## config.mk

```make
export PLATFORM = sky130hd
export DESIGN_NAME = ccb_config_loader
export DESIGN_NICKNAME = d
export VERILOG_FILES = /design/src/rtl/ccb_config_loader.sv
export SDC_FILE = /design/constraint.sdc
export NUM_CORES = 1
export LEC_CHECK = 0
export ABC_AREA = 1
export CAP_MARGIN = 15
export CORE_MARGIN = 2
export CORE_UTILIZATION = 40
export CTS_BUF_LIST = sky130_fd_sc_hd__clkbuf_4
export DETAILED_ROUTE_END_ITERATION = 10
export GPL_ROUTABILITY_DRIVEN = 0
export HOLD_SLACK_MARGIN = 0.03
export PLACE_DENSITY_LB_ADDON = 0.3
export RECOVER_POWER = 100
export SYNTH_ARGS = -nofsm -noshare
export SYNTH_HDL_FRONTEND = slang
export SYNTH_SLANG_ARGS = --single-unit
```

## constraint.sdc

```tcl
create_clock -name clk -period 2.7 [get_ports clk]
set_clock_uncertainty 0.15 [all_clocks]
set_input_delay 0.405 -clock clk [delete_from_list [all_inputs] [get_ports clk]]
set_output_delay 0.405 -clock clk [all_outputs]
set_load 0.03 [all_outputs]
```

## src/rtl/ccb_config_loader.sv

```systemverilog
// rtl/ccb_config_loader.sv - streams config words into a shadow register, range-checks the
// select fields and commits them to a connection block select vector with a cset strobe.
module ccb_config_loader #(
    parameter  int W          = 7,
    parameter  int CONTROLIN  = 3,
    parameter  int DW         = 4,
    localparam int SEL_PER_IN = $clog2(2 * W),
    localparam int CFG_BITS   = SEL_PER_IN * CONTROLIN,
    localparam int NWORDS     = (CFG_BITS + DW - 1) / DW
) (
    input  logic                clk,
    input  logic                rst,
    input  logic                start,
    input  logic [DW-1:0]       din,
    input  logic                din_valid,
    output logic                din_ready,
    output logic [CFG_BITS-1:0] c,
    output logic                cset,
    output logic                busy,
    output logic                done,
    output logic                err,
    output logic [7:0]          cfg_count
);

    localparam int CW = $clog2(NWORDS + 1);
    localparam logic [SEL_PER_IN:0] NCAND = (SEL_PER_IN + 1)'(2 * W);

    typedef enum logic [1:0] {IDLE, LOAD, CHECK, COMMIT} state_t;

    state_t                 state;
    logic [CW-1:0]          wcnt;
    logic [NWORDS*DW-1:0]   shadow;
    logic                   any_bad;

    assign din_ready = (state == LOAD);
    assign busy      = (state != IDLE);

    // Fields index {west_in, east_in}; anything at or past 2W has no track behind it.
    always_comb begin
        any_bad = 1'b0;
        for (int i = 0; i < CONTROLIN; i++) begin
            if ({1'b0, shadow[i*SEL_PER_IN +: SEL_PER_IN]} >= NCAND)
                any_bad = 1'b1;
        end
    end

    always_ff @(posedge clk or posedge rst) begin
        if (rst) begin
            state     <= IDLE;
            wcnt      <= '0;
            shadow    <= '0;
            c         <= '0;
            cset      <= 1'b0;
            done      <= 1'b0;
            err       <= 1'b0;
            cfg_count <= 8'd0;
        end else begin
            cset <= 1'b0;
            done <= 1'b0;
            case (state)
                IDLE: begin
                    if (start) begin
                        state  <= LOAD;
                        wcnt   <= '0;
                        shadow <= '0;
                        err    <= 1'b0;
                    end
                end
                LOAD: begin
                    if (din_valid) begin
                        for (int k = 0; k < NWORDS; k++) begin
                            if (wcnt == CW'(k))
                                shadow[k*DW +: DW] <= din;
                        end
                        if (wcnt == CW'(NWORDS - 1))
                            state <= CHECK;
                        else
                            wcnt <= wcnt + CW'(1);
                    end
                end
                CHECK: begin
                    done <= 1'b1;
                    if (any_bad) begin
                        state <= IDLE;
                        err   <= 1'b1;
                    end else begin
                        state     <= COMMIT;
                        c         <= shadow[CFG_BITS-1:0];
                        cset      <= 1'b1;
                        cfg_count <= cfg_count + 8'd1;
                    end
                end
                COMMIT: state <= IDLE;
                default: state <= IDLE;
            endcase
        end
    end

endmodule

```

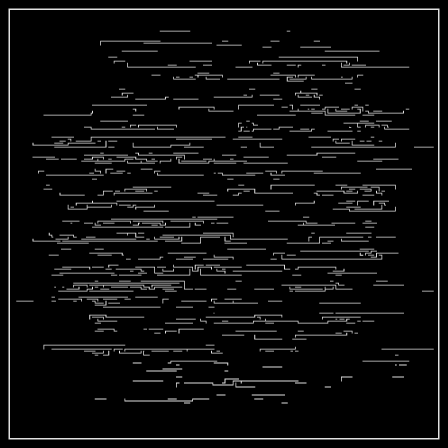
run_1/m1.png
main direction: horizontal
share of all routed wire: 49%
nets with wire on the layer: 236
longest straight run: 22.8 µm
WL final: 3813 µm
grt met1 use: 20.43%

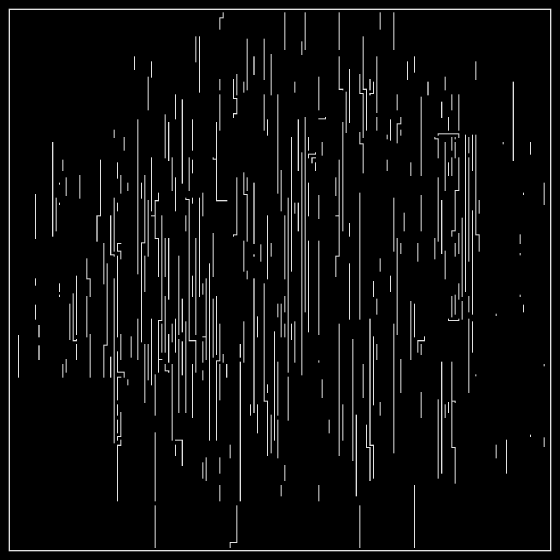
run_1/m2.png
share of all routed wire: 45%
wire length on this layer: 1730 µm
via count: 1522
met2 GRT Util: 25.86%

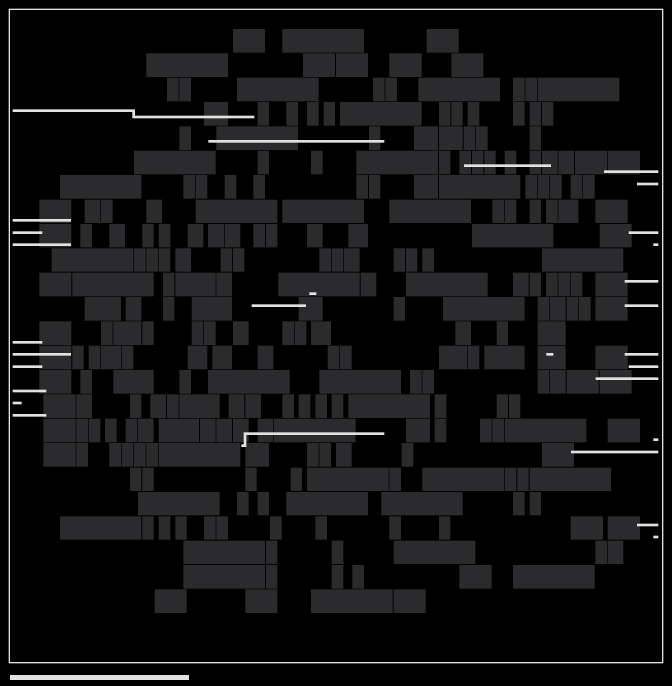
run_1/m3.png
The bar under the picture is 20 µm long. Cells faint in the background.
wire length on this layer: 158 µm
longest straight run: 19.3 µm
main direction: horizontal
M3 GR Usage: 4.282%

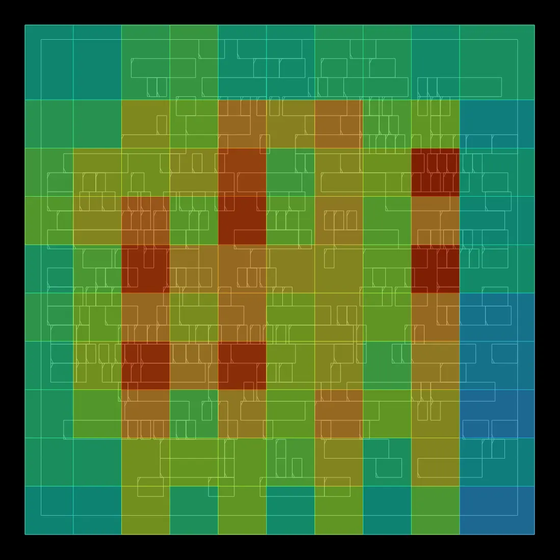
run_1/congestion_map.png
WL/cell: 11.99 µm
Tot GR Track Use: 16.00%
post-route core utilization: 48.57%
gr busiest metal: met2

==> job_summary.md, run 1 <==
## Implementation flow summary

| Metric | Value |
|---|---|
| CTS tree | `yes` |
| Sink Count | `39` |
| Final instance area | `2248 µm²` |
| Setup WS pre-CTS | `0.8104 ns` |
| Sequential share of power | `between 30% and 40%` |
| Critical path class | `register to output pin` |
| Cell accounting for the most synthesized area | `dfrtp_1` |
| Drt drc | `0` |
| Fillers | `roughly 460` |
| Post-cts hold-fix buffer tally | `0` |
| Sw power | `~1.1 mW` |
| Num CTS Buffers | `5` |
| Synth Cell Area | `roughly 1900 µm²` |
| Setup bufs post-CTS | `0` |
| CTS Buffer Depth | `2` |
| Post-synth EDFFs | `0` |
| Period utilisation layout | `86.80%` |
| Synth async-reset ratio | `100.0%` |
| First-pass GRT wire length | `6472 µm` |
| # diodes | `0` |
| Worst path top cell family by delay | `buffers and inverters` |
| Iteration-0 DRC Markers | `96` |
| Post-synth top cells | `102 x nand2_1, 39 x dfrtp_1, 23 x nand3_1, 21 x inv_1, 9 x nor2_1` |
| Yosys Instances | `229` |
| Row cnt | `25` |
| Status | `finished, final reports clean` |
| Largest net degree at the start of global routing | `~40` |
| Internal power | `1.275 mW` |
| Min cycle time layout | `2.344 ns` |
| Max Clk Rate | `426.7 MHz` |
| Count of tool warnings | `28` |
| Routed met2 length | `1728 µm` |
| Die width | `between 70 and 80 µm` |
| Cell area power density | `around 1100 nW/µm²` |
| CP arrival | `between 1.5 and 2 ns` |
| Setup TNS Final | `0 ns` |
| Final Hold Violating Endpoints | `0` |
| Synth Warn # | `0` |
| H-tree levels | `2` |
| Die area | `approximately 5300 µm²` |
| Metal3 WL | `~160 µm` |
| DR vias/cell | `4.786` |
| Maximum fanout along the worst path | `5` |
| Hold Slack | `between 0.3 and 0.4 ns` |
| Final Non-Filler Cells | `around 320` |
| Syn nets | `roughly 240` |
| Vias in the first global route | `1409` |
| Hold depth | `2` |
| Initial antenna violation count | `0` |
| Critical path depth | `3` |
| Top sig layer | `met4` |
| Max VDD drop | `just under 0.5 mV` |
| Yosys synthesis chip area | `roughly 1900 µm²` |
## run 1: state kept, by name, indices dropped and copies added (netlist names)
| name | count |
|---|---|
| c | 12 |
| cfg_count | 8 |
| cset | 1 |
| done | 1 |
| err | 1 |
| shadow | 12 |
| state | 2 |
| wcnt | 2 |
## run 1: cell usage in the layout, fill, tap and decap left out, types with 2 or more instances in the layout
master,instances
clkbuf_4,6
clkdlybuf4s50_1,6
clkinv_1,2
dfrtp_1,39
dlygate4sd3_1,26
ha_1,4
inv_1,24
nand2_1,103
nand3_1,24
nand4_1,2
nand4_2,2
nor2_1,9
o21ai_0,5
## run 1: power by group through the flow
stage	Clock, mW	Sequential, mW	Combinational (mW)
3_5_place_dp	0	0.948	1.22
6_report	0.292	0.928	1.14
3_3_place_gp	0	0.947	1.20
5_1_grt	0.326	0.963	1.27
4_1_cts	0.304	0.939	1.23
2_1_floorplan	0	1.12	0.681
## run 1: area by class of cell
cell class              count  area [µm²]  share of cell area, %
clock buffers               6       45.04                  2.003
clock inverters             2       7.507                 0.3339
inverters                  24       90.09                  4.007
multi-input cells         160       737.0                  32.78
flip-flops and latches     39       975.9                  43.41
well taps                  54       67.56                  3.005
repair buffers             33       325.3                  14.47
## run 1: per-layer routing
layer  vias up  global-route usage, %
met5         -                      0
met4         0                  6.379
met3         7                  4.282
met2        31                  25.86
met1       712                  20.43
li1        772                      -
## run 1: logic make-up (layout without fill, tap and decap cells)
| logic type | count (synthesis) | count (layout) | synth area share [%] |
|---|---|---|---|
| simple gates | 146 | 146 | 33.84 |
| flops | 39 | 39 | 51.55 |
| buf+inv | 30 | 65 | 7.931 |
| compound gates | 8 | 8 | 3.107 |
| fa+ha+maj | 4 | 4 | 2.644 |
| xor+xnor | 2 | 2 | 0.9255 |
## run 1: tightest hold or removal path: stages (launching register included)
cell and delay (ns):
dfrtp_1 0.36, nand2_1 0.05, nand2_1 0.05
## run 1: worst paths after layout
check	startpoint	end	slack (ns)
min reg2reg	c[3]	c[3]	0.34
min	c[3]	c[3]	0.34
max	state[1]	busy	0.36
min in group asynchronous	rst	c[3]	0.64
max reg2reg	state[0]	cfg_count[2]	0.42
max in group asynchronous	rst	c[8]	1.16
run_1/ff_map.png
The bar under the picture is 20 µm long. Other sequential cells in the stronger grey, the rest of the logic in the fainter grey.
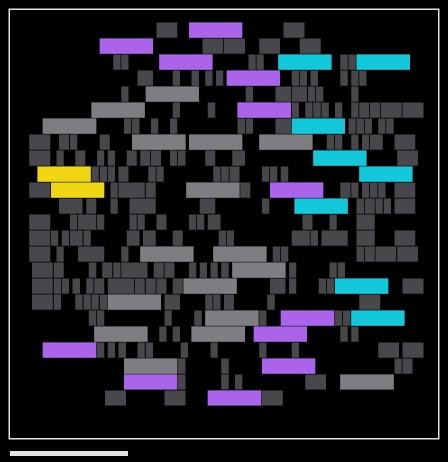

==> inputs of run 2 (changes only) <==
--- a/config.mk
+++ b/config.mk
@@ -10,8 +10,10 @@
 export CORE_MARGIN = 2
 export CORE_UTILIZATION = 40
 export CTS_BUF_LIST = sky130_fd_sc_hd__clkbuf_4
+export CTS_CLUSTER_DIAMETER = 60
 export DETAILED_ROUTE_END_ITERATION = 10
 export GPL_ROUTABILITY_DRIVEN = 0
+export GPL_TIMING_DRIVEN = 0
 export HOLD_SLACK_MARGIN = 0.03
 export PLACE_DENSITY_LB_ADDON = 0.3
 export RECOVER_POWER = 100
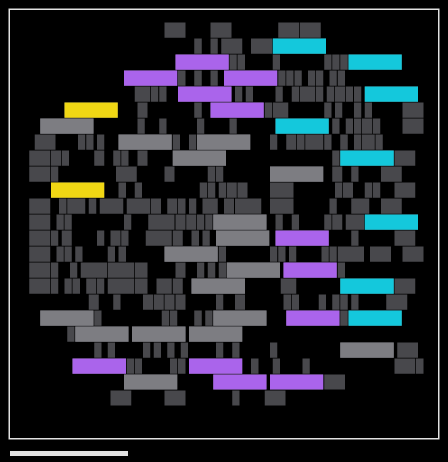
run_2/ff_map.png
The bar under the picture is 20 µm long. Other sequential cells in the stronger grey, the rest of the logic in the fainter grey.
| colour | name in the netlist | flops |
|---|---|---|
| purple | `c` | 12 |
| cyan | `cfg_count` | 8 |
| yellow | `state` | 2 |
not coloured: 17
sequential share of cell area: 42.65%
post-route core utilization: 49.43%
FF/Latch Area: 975.9 µm²

==> run 2 against run 1 <==
Core utilization up 0.86 points. Total power up 0.86%. Highest routed layer unchanged. Flip-flop count unchanged. Die area unchanged. Sequential share of layout area down 0.76 points. Largest power group unchanged. Largest cell class unchanged. Synthesized area unchanged.
==> job_summary.md, run 2 <==
## Implementation flow summary

| Metric | Value |
|---|---|
| Status | `finished, final reports clean (unchanged)` |
| Late-Pin Clk Latency | `0.34 ns (about the same)` |
| Post-cts gate resize count | `0 (unchanged)` |
| Die height | `72.80 µm (unchanged)` |
| MUX share of area | `0% (unchanged)` |
| Sink Count | `39 (unchanged)` |
| Yosys xor share | `0.9253% (unchanged)` |
| Largest net degree at the start of global routing | `40 (unchanged)` |
| CTS tree | `yes (unchanged)` |
| Top Layout Cells | `104 x nand2_1, 39 x dfrtp_1, 26 x dlygate4sd3_1 (was 103 x nand2_1, 39 x dfrtp_1, 26 x dlygate4sd3_1)` |
| CTS Buffer Depth | `2 (unchanged)` |
| Iteration-0 DRC Markers | `68 (was 96)` |
| Post-synth top cells | `102 x nand2_1, 39 x dfrtp_1, 23 x nand3_1, 21 x inv_1, 9 x nor2_1 (unchanged)` |
| RSZ-0062 raised after global routing | `false (unchanged)` |
| Initial antenna violation count | `0 (unchanged)` |
| Total power | `2.383 mW (was 2.362 mW)` |
| First-pass GRT wire length | `6603 µm (was 6472 µm)` |
| Most frequent logic cell in the layout | `nand2_1 (unchanged)` |
| CP Cell Sequence | `inv_1 > nand2_1 > dlygate4sd3_1 (unchanged)` |
| Core ar. | `4629 µm² (unchanged)` |
| Vias in the first global route | `1459 (was 1409)` |
| WL final | `3714 µm (was 3813 µm)` |
| Maximum fanout along the worst path | `6 (was 5)` |
| Synth Instances | `229 (unchanged)` |
| Synth top cell by count | `nand2_1 (unchanged)` |
| Synth Cell Area | `1893 µm² (unchanged)` |
| Top logic family | `simple AND/OR/NAND/NOR gates (unchanged)` |
| # diodes | `0 (unchanged)` |
| CP arrival | `1.76 ns (was 1.79 ns)` |
| Yosys cell types | `24 (unchanged)` |
| Final Hold Violating Endpoints | `0 (unchanged)` |
| Post-synth EDFFs | `0 (unchanged)` |
| Cell accounting for the most synthesized area | `dfrtp_1 (unchanged)` |
| Avg Inst Size Synth | `8.267 µm² (unchanged)` |
| Critical path class | `register to output pin (unchanged)` |
| Max_slew headroom | `1.898% (was 31.14%)` |
| Syn nets | `241 (unchanged)` |
| Logic area | `743.2 µm² (was 737.0 µm²)` |
| Root Driver | `clkbuf_4 (unchanged)` |
| Slowest CP cell | `dlygate4sd3_1 (unchanged)` |
| Setup TNS Final | `0 ns (unchanged)` |
| Post-cts hold-fix buffer tally | `0 (unchanged)` |
| Drt drc | `0 (unchanged)` |
| Commonest flop | `dfrtp_1 (unchanged)` |
| Num CTS Buffers | `5 (unchanged)` |
| Max cap viols | `0 (unchanged)` |
| Row cnt | `25 (unchanged)` |
| Yosys synthesis chip area | `1893 µm² (unchanged)` |
| Final Non-Filler Cells | `322 (was 318)` |
| Min cycle time layout | `2.310 ns (was 2.344 ns)` |
| Top Registers | `c: 12 flops, shadow: 12 flops, cfg_count: 8 flops (unchanged)` |
| Period utilisation layout | `85.57% (was 86.80%)` |
| Synth async-reset ratio | `100.0% (unchanged)` |
| Fillers | `456 (was 461)` |
| Cell area power density | `1041 nW/µm² (was 1051 nW/µm²)` |
| Adder-Cell Fraction of Synth Area | `2.644% (unchanged)` |
| I/O pin total | `33 (unchanged)` |
| Setup bufs post-CTS | `0 (unchanged)` |
| Buffer and inverter count on the worst path | `2 (unchanged)` |
| H-tree levels | `2 (unchanged)` |
| Worst Slack Setup Final | `0.3896 ns (was 0.3565 ns)` |
| DR vias/cell | `4.686 (was 4.786)` |
| Total gr overflow | `0 (unchanged)` |
| Max Clk Rate | `432.8 MHz (was 426.7 MHz)` |
| Seq cells post-synth | `39 (unchanged)` |
| Complex Gates by Area | `3.106% (unchanged)` |
| Count of tool warnings | `28 (unchanged)` |
| Die width | `72.80 µm (unchanged)` |
| Measured slew at the worst slew-check pin | `1.470 ns (was 1.030 ns)` |
| Tot GR Track Use | `16.04% (was 16.00%)` |
| Max VDD drop | `0.5588 mV (was 0.4889 mV)` |
| Crit path largest cell delay | `0.71 ns (was 0.75 ns)` |
| WL/cell | `11.53 µm (was 11.99 µm)` |
| Yosys Instances | `229 (unchanged)` |
| Worst path top cell family by delay | `buffers and inverters (unchanged)` |
| Via count | `1509 (was 1522)` |
| NumNets Final | `280 (was 275)` |
| Die area | `5299 µm² (unchanged)` |
| Simple-gate portion of the synthesized area | `33.84% (unchanged)` |
| Lkg Pwr | `1.267 nW (was 1.251 nW)` |
| Synth Warn # | `0 (unchanged)` |
| Setup WS pre-CTS | `0.8247 ns (was 0.8104 ns)` |
==> run 2: cell counts after synthesis <==
Identical to the previous run, type by type.
==> run 2: layout make-up <==
cell class | instances | share of cell area (%)
Clock inverter | 2 | 0.3827
Sequential cell | 39 | 42.65
Buffer | 6 | 1.968
Timing Repair Buffer | 32 | 14.00
Multi-Input combinational cell | 160 | 32.48
Tap cell | 54 | 2.952
Clock buffer | 5 | 1.640
Inverter | 24 | 3.937
==> run 2: tightest hold or removal path, delay by kind of cell (launching register included) <==
kind,cells,cell delay (ns)
flip-flops,1,0.35
AND/OR/NAND/NOR,2,0.10
==> run 2: routing by layer <==
| metal | part of all wire (%) | track usage, % | vias to the layer above |
|---|---|---|---|
| met5 | 0 | 0 | - |
| met4 | 1.4 | 5.967 | 0 |
| met3 | 3.9 | 4.282 | 5 |
| met2 | 45 | 24.14 | 30 |
| met1 | 50 | 22.23 | 686 |
| li1 | - | - | 788 |
==> run 2: worst paths after layout <==
| kind | slack, ns | start | end | depth (start not counted) |
|---|---|---|---|---|
| worst max-delay path | 0.39 | state[0] | busy | 3 |
| worst min-delay path | 0.33 | c[7] | c[7] | 2 |
| worst max register to register | 0.54 | wcnt[0] | shadow[8] | 7 |
| worst min register to register | 0.33 | c[7] | c[7] | 2 |
| max in group asynchronous | 0.76 | rst | c[7] | 2 |
| min in group asynchronous | 0.78 | rst | cset | 2 |
==> run 2: per-stage QoR <==
step                hold slack [ns]  cell area [µm²]
finish                       0.3316             2288
global route                 0.3563             2288
CTS                          0.3351             2327
detailed placement           0.3123             2281
global placement             0.3085             2281
floorplan                    0.2922             1893
==> run 2: kinds of logic after synthesis <==
logic type,after synthesis
and+or+nand+nor,146
DFF,39
buffers and inverters,30
AOI/OAI and AO/OA,8
adders and majority gates,4
xor gates and xnor gates,2
==> run 2: power breakdown <==
group          internal [mW]  switching, mW
Clock                 0.0925          0.189
Sequential             0.786          0.141
Combinational          0.411          0.763
Total                   1.29           1.09
run_2/m1.png
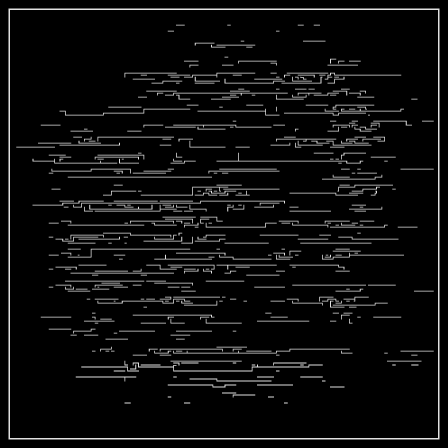

==> inputs of run 3 (changes only) <==
--- a/config.mk
+++ b/config.mk
@@ -12,11 +12,11 @@
 export CTS_BUF_LIST = sky130_fd_sc_hd__clkbuf_4
 export CTS_CLUSTER_DIAMETER = 60
 export DETAILED_ROUTE_END_ITERATION = 10
-export GPL_ROUTABILITY_DRIVEN = 0
 export GPL_TIMING_DRIVEN = 0
 export HOLD_SLACK_MARGIN = 0.03
-export PLACE_DENSITY_LB_ADDON = 0.3
+export PLACE_DENSITY = 0.63
 export RECOVER_POWER = 100
+export SLEW_MARGIN = 20
 export SYNTH_ARGS = -nofsm -noshare
 export SYNTH_HDL_FRONTEND = slang
 export SYNTH_SLANG_ARGS = --single-unit
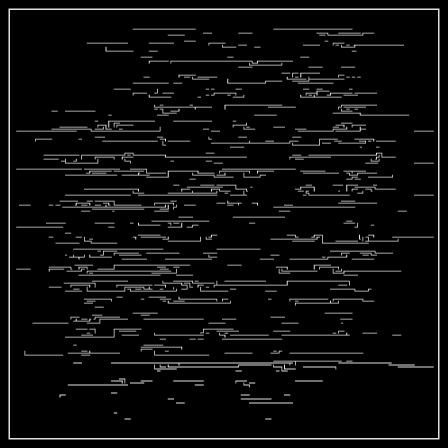
run_3/m1.png
nets with wire on the layer: 245
wire length on this layer: 1780 µm
main direction: horizontal
share of all routed wire: 48%
via count: 1551
grt met1 use: 21.54%
WL final: 3753 µm

==> run 3 against run 2 <==
Synthesized cell count stayed put. Routed wire length is 1.1% higher. Flip-flop count stayed put. Die area stayed put. Highest routed layer unchanged.
==> job_summary.md, run 3 <==
## Implementation flow summary

| Metric | Value |
|---|---|
| Critical path class | `register to output pin (unchanged)` |
| Post-synth top cells | `102 x nand2_1, 39 x dfrtp_1, 23 x nand3_1, 21 x inv_1, 9 x nor2_1 (unchanged)` |
| Top Registers | `c: 12 flops, shadow: 12 flops, cfg_count: 8 flops (unchanged)` |
| Count of tool warnings | `28 (unchanged)` |
| First-pass GRT wire length | `6637 µm (was 6603 µm)` |
| Synth Warn # | `0 (unchanged)` |
| Synth top cell by count | `nand2_1 (unchanged)` |
| PortBufs | `32 (unchanged)` |
| Die width | `72.80 µm (unchanged)` |
| Post-cts hold-fix buffer tally | `0 (unchanged)` |
| Top Layout Cells | `104 x nand2_1, 39 x dfrtp_1, 26 x dlygate4sd3_1 (unchanged)` |
| Maximum fanout along the worst path | `6 (unchanged)` |
| Status | `finished, final reports clean (unchanged)` |
| Worst hold-check path type | `register to register (unchanged)` |
| RSZ-0062 raised after global routing | `false (unchanged)` |
| H-tree levels | `2 (unchanged)` |
| Synth Instances | `229 (unchanged)` |
| Die height | `72.80 µm (unchanged)` |
| Max VDD drop | `0.5045 mV (was 0.5588 mV)` |
| Area Growth Syn to Fin | `21.88% (was 20.89%)` |
| DRT antenna net count | `0 (unchanged)` |
| WL/cell | `11.58 µm (was 11.53 µm)` |
| Switching part of the total | `45.58% (was 45.87%)` |
| Max Slew Vio Count | `0 (unchanged)` |
| Post-cts gate resize count | `0 (unchanged)` |
| Combinational power share | `49.0% (was 49.3%)` |
| Final Hold Violating Endpoints | `0 (unchanged)` |
| Max Clk Rate | `426.4 MHz (was 432.8 MHz)` |
| Period utilisation layout | `86.86% (was 85.57%)` |
| Fillers | `484 (was 456)` |
| Setup bufs post-CTS | `0 (unchanged)` |
| Cell accounting for the most synthesized area | `dfrtp_1 (unchanged)` |
| Top cell area share | `51.55% (unchanged)` |
| Min cycle time layout | `2.345 ns (was 2.310 ns)` |
| Biggest area cells | `dfrtp_1 52%, nand2_1 20%, nand3_1 6.1% (unchanged)` |
| NumNets Final | `281 (was 280)` |
| Iteration-0 DRC Markers | `69 (was 68)` |
| Clock-pin slew on the worst setup and hold paths | `0.11 ns (about the same)` |
| Final instance area | `2307 µm² (was 2288 µm²)` |
| Measured slew at the worst slew-check pin | `0.7929 ns (was 1.470 ns)` |
| Yosys cell types | `24 (unchanged)` |
| Initial antenna violation count | `0 (unchanged)` |
| Die area | `5299 µm² (unchanged)` |
| Iteration count of the initial detailed-routing pass | `4 (unchanged)` |
| Yosys Instances | `229 (unchanged)` |
| Gpl congestion | `between 0.8 and 0.9` |
| CP required | `2.14 ns (about the same)` |
| Vias in the first global route | `1466 (was 1459)` |
| Late-Pin Clk Latency | `0.34 ns (about the same)` |
| Clock share of power | `12.3% (was 11.8%)` |
| Final setup viols | `0 (unchanged)` |
| Sequential share of power | `38.7% (was 38.9%)` |
| Yosys synthesis chip area | `1893 µm² (unchanged)` |
| # diodes | `0 (unchanged)` |
| CTS tree | `yes (unchanged)` |
| Floorplan utilization | `40.89% (unchanged)` |
| Synth async-reset ratio | `100.0% (unchanged)` |
| Row cnt | `25 (unchanged)` |
| Synth Cell Area | `1893 µm² (unchanged)` |
| I/O pin total | `33 (unchanged)` |
| Total gr overflow | `0 (unchanged)` |
| Seq cells post-synth | `39 (unchanged)` |
| Drt drc | `0 (unchanged)` |
| Max cap viols | `0 (unchanged)` |
| Root Driver | `clkbuf_4 (unchanged)` |
| Setup TNS Final | `0 ns (unchanged)` |
| Cell area power density | `1036 nW/µm² (was 1041 nW/µm²)` |
| CTS Buffer Depth | `2 (unchanged)` |
| CP arrival | `1.79 ns (was 1.76 ns)` |
| Max_slew headroom | `46.58% (was 1.898%)` |
| Largest net degree at the start of global routing | `25 (was 40)` |
| Share of layout cells above drive strength 1 | `6.296% (was 6.343%)` |
| Tot GR Track Use | `16.34% (was 16.04%)` |
| Syn nets | `241 (unchanged)` |
| Num CTS Buffers | `5 (unchanged)` |
| Sink Count | `39 (unchanged)` |
| Avg Inst Size Synth | `8.267 µm² (unchanged)` |
| Lkg Pwr | `1.274 nW (was 1.267 nW)` |
| DR vias/cell | `4.787 (was 4.686)` |
| Sw power | `1.089 mW (was 1.093 mW)` |
| Internal power | `1.301 mW (was 1.290 mW)` |
| Most frequent logic cell in the layout | `nand2_1 (unchanged)` |
| DP Area | `2301 µm² (was 2281 µm²)` |
| Commonest flop | `dfrtp_1 (unchanged)` |
| Core ar. | `4629 µm² (unchanged)` |
| Post-synth EDFFs | `0 (unchanged)` |
run 3: layer usage:
layer / vias to the layer above / GRT usage, % / routed length (µm)
met1: 723 / 21.54 / 1783
met2: 37 / 25.96 / 1766
met4: 0 / 5.967 / 52
met3: 6 / 4.282 / 150
li1: 785 / - / -
met5: - / 0 / 0
run 3: area by class of cell:
class,instances,area [µm²],share of cell area [%]
buffer,6,37.54,1.627
timing repair buffer,33,340.3,14.75
clock buffer,6,45.04,1.952
multi-input combinational,160,743.2,32.21
tap,54,67.56,2.928
inverter,24,90.09,3.905
sequential,39,975.9,42.30
clock inverter,2,7.507,0.3254
run 3: worst max-delay path, stage by stage (launching register included):
cell and delay (ns):
dfrtp_1 0.40, inv_1 0.21, nand2_1 0.13, dlygate4sd3_1 0.71
run 3: worst paths after layout:
path	cells after the start	slack, ns	from	end
hold reg to reg	2	0.33	c[7]	c[7]
min in group asynchronous	2	0.45	rst	cfg_count[2]
hold / removal	2	0.33	c[7]	c[7]
setup / recovery	3	0.35	state[0]	busy
max in group asynchronous	3	1.40	rst	shadow[8]
setup reg to reg	7	0.53	wcnt[0]	shadow[11]
run 3: power groups by stage:
stage / Sequential, mW / Clock [mW] / Combinational (mW)
final: 0.924 / 0.293 / 1.17
after global routing: 0.956 / 0.330 / 1.31
after CTS: 0.936 / 0.306 / 1.29
after detailed placement: 0.947 / 0 / 1.28
after global placement: 0.945 / 0 / 1.26
after floorplan: 1.12 / 0 / 0.681
run 3: cells by family after synthesis:
kind of cell,Yosys count,synth area share (%)
AOI/OAI and AO/OA,8,3.107
xor gates and xnor gates,2,0.9255
adders and majority gates,4,2.644
buffers and inverters,30,7.931
DFF,39,51.55
and+or+nand+nor,146,33.84
run 3: stage by stage:
step | utilization (%) | setup slack [ns] | total power, mW | hold slack [ns] | instances
2_1_floorplan | - | 1.256 | 1.803 | 0.2922 | 229
3_3_place_gp | 49.27 | 0.3401 | 2.209 | 0.3088 | 315
3_5_place_dp | 49.70 | 0.7941 | 2.232 | 0.3091 | 316
4_1_cts | 50.84 | 0.3819 | 2.533 | 0.2000 | 324
5_1_grt | 49.84 | 0.2441 | 2.599 | 0.3621 | 324
6_report | 49.84 | 0.3549 | 2.390 | 0.3285 | 324
No activity file was given, so power comes from the tool's default toggle rates.
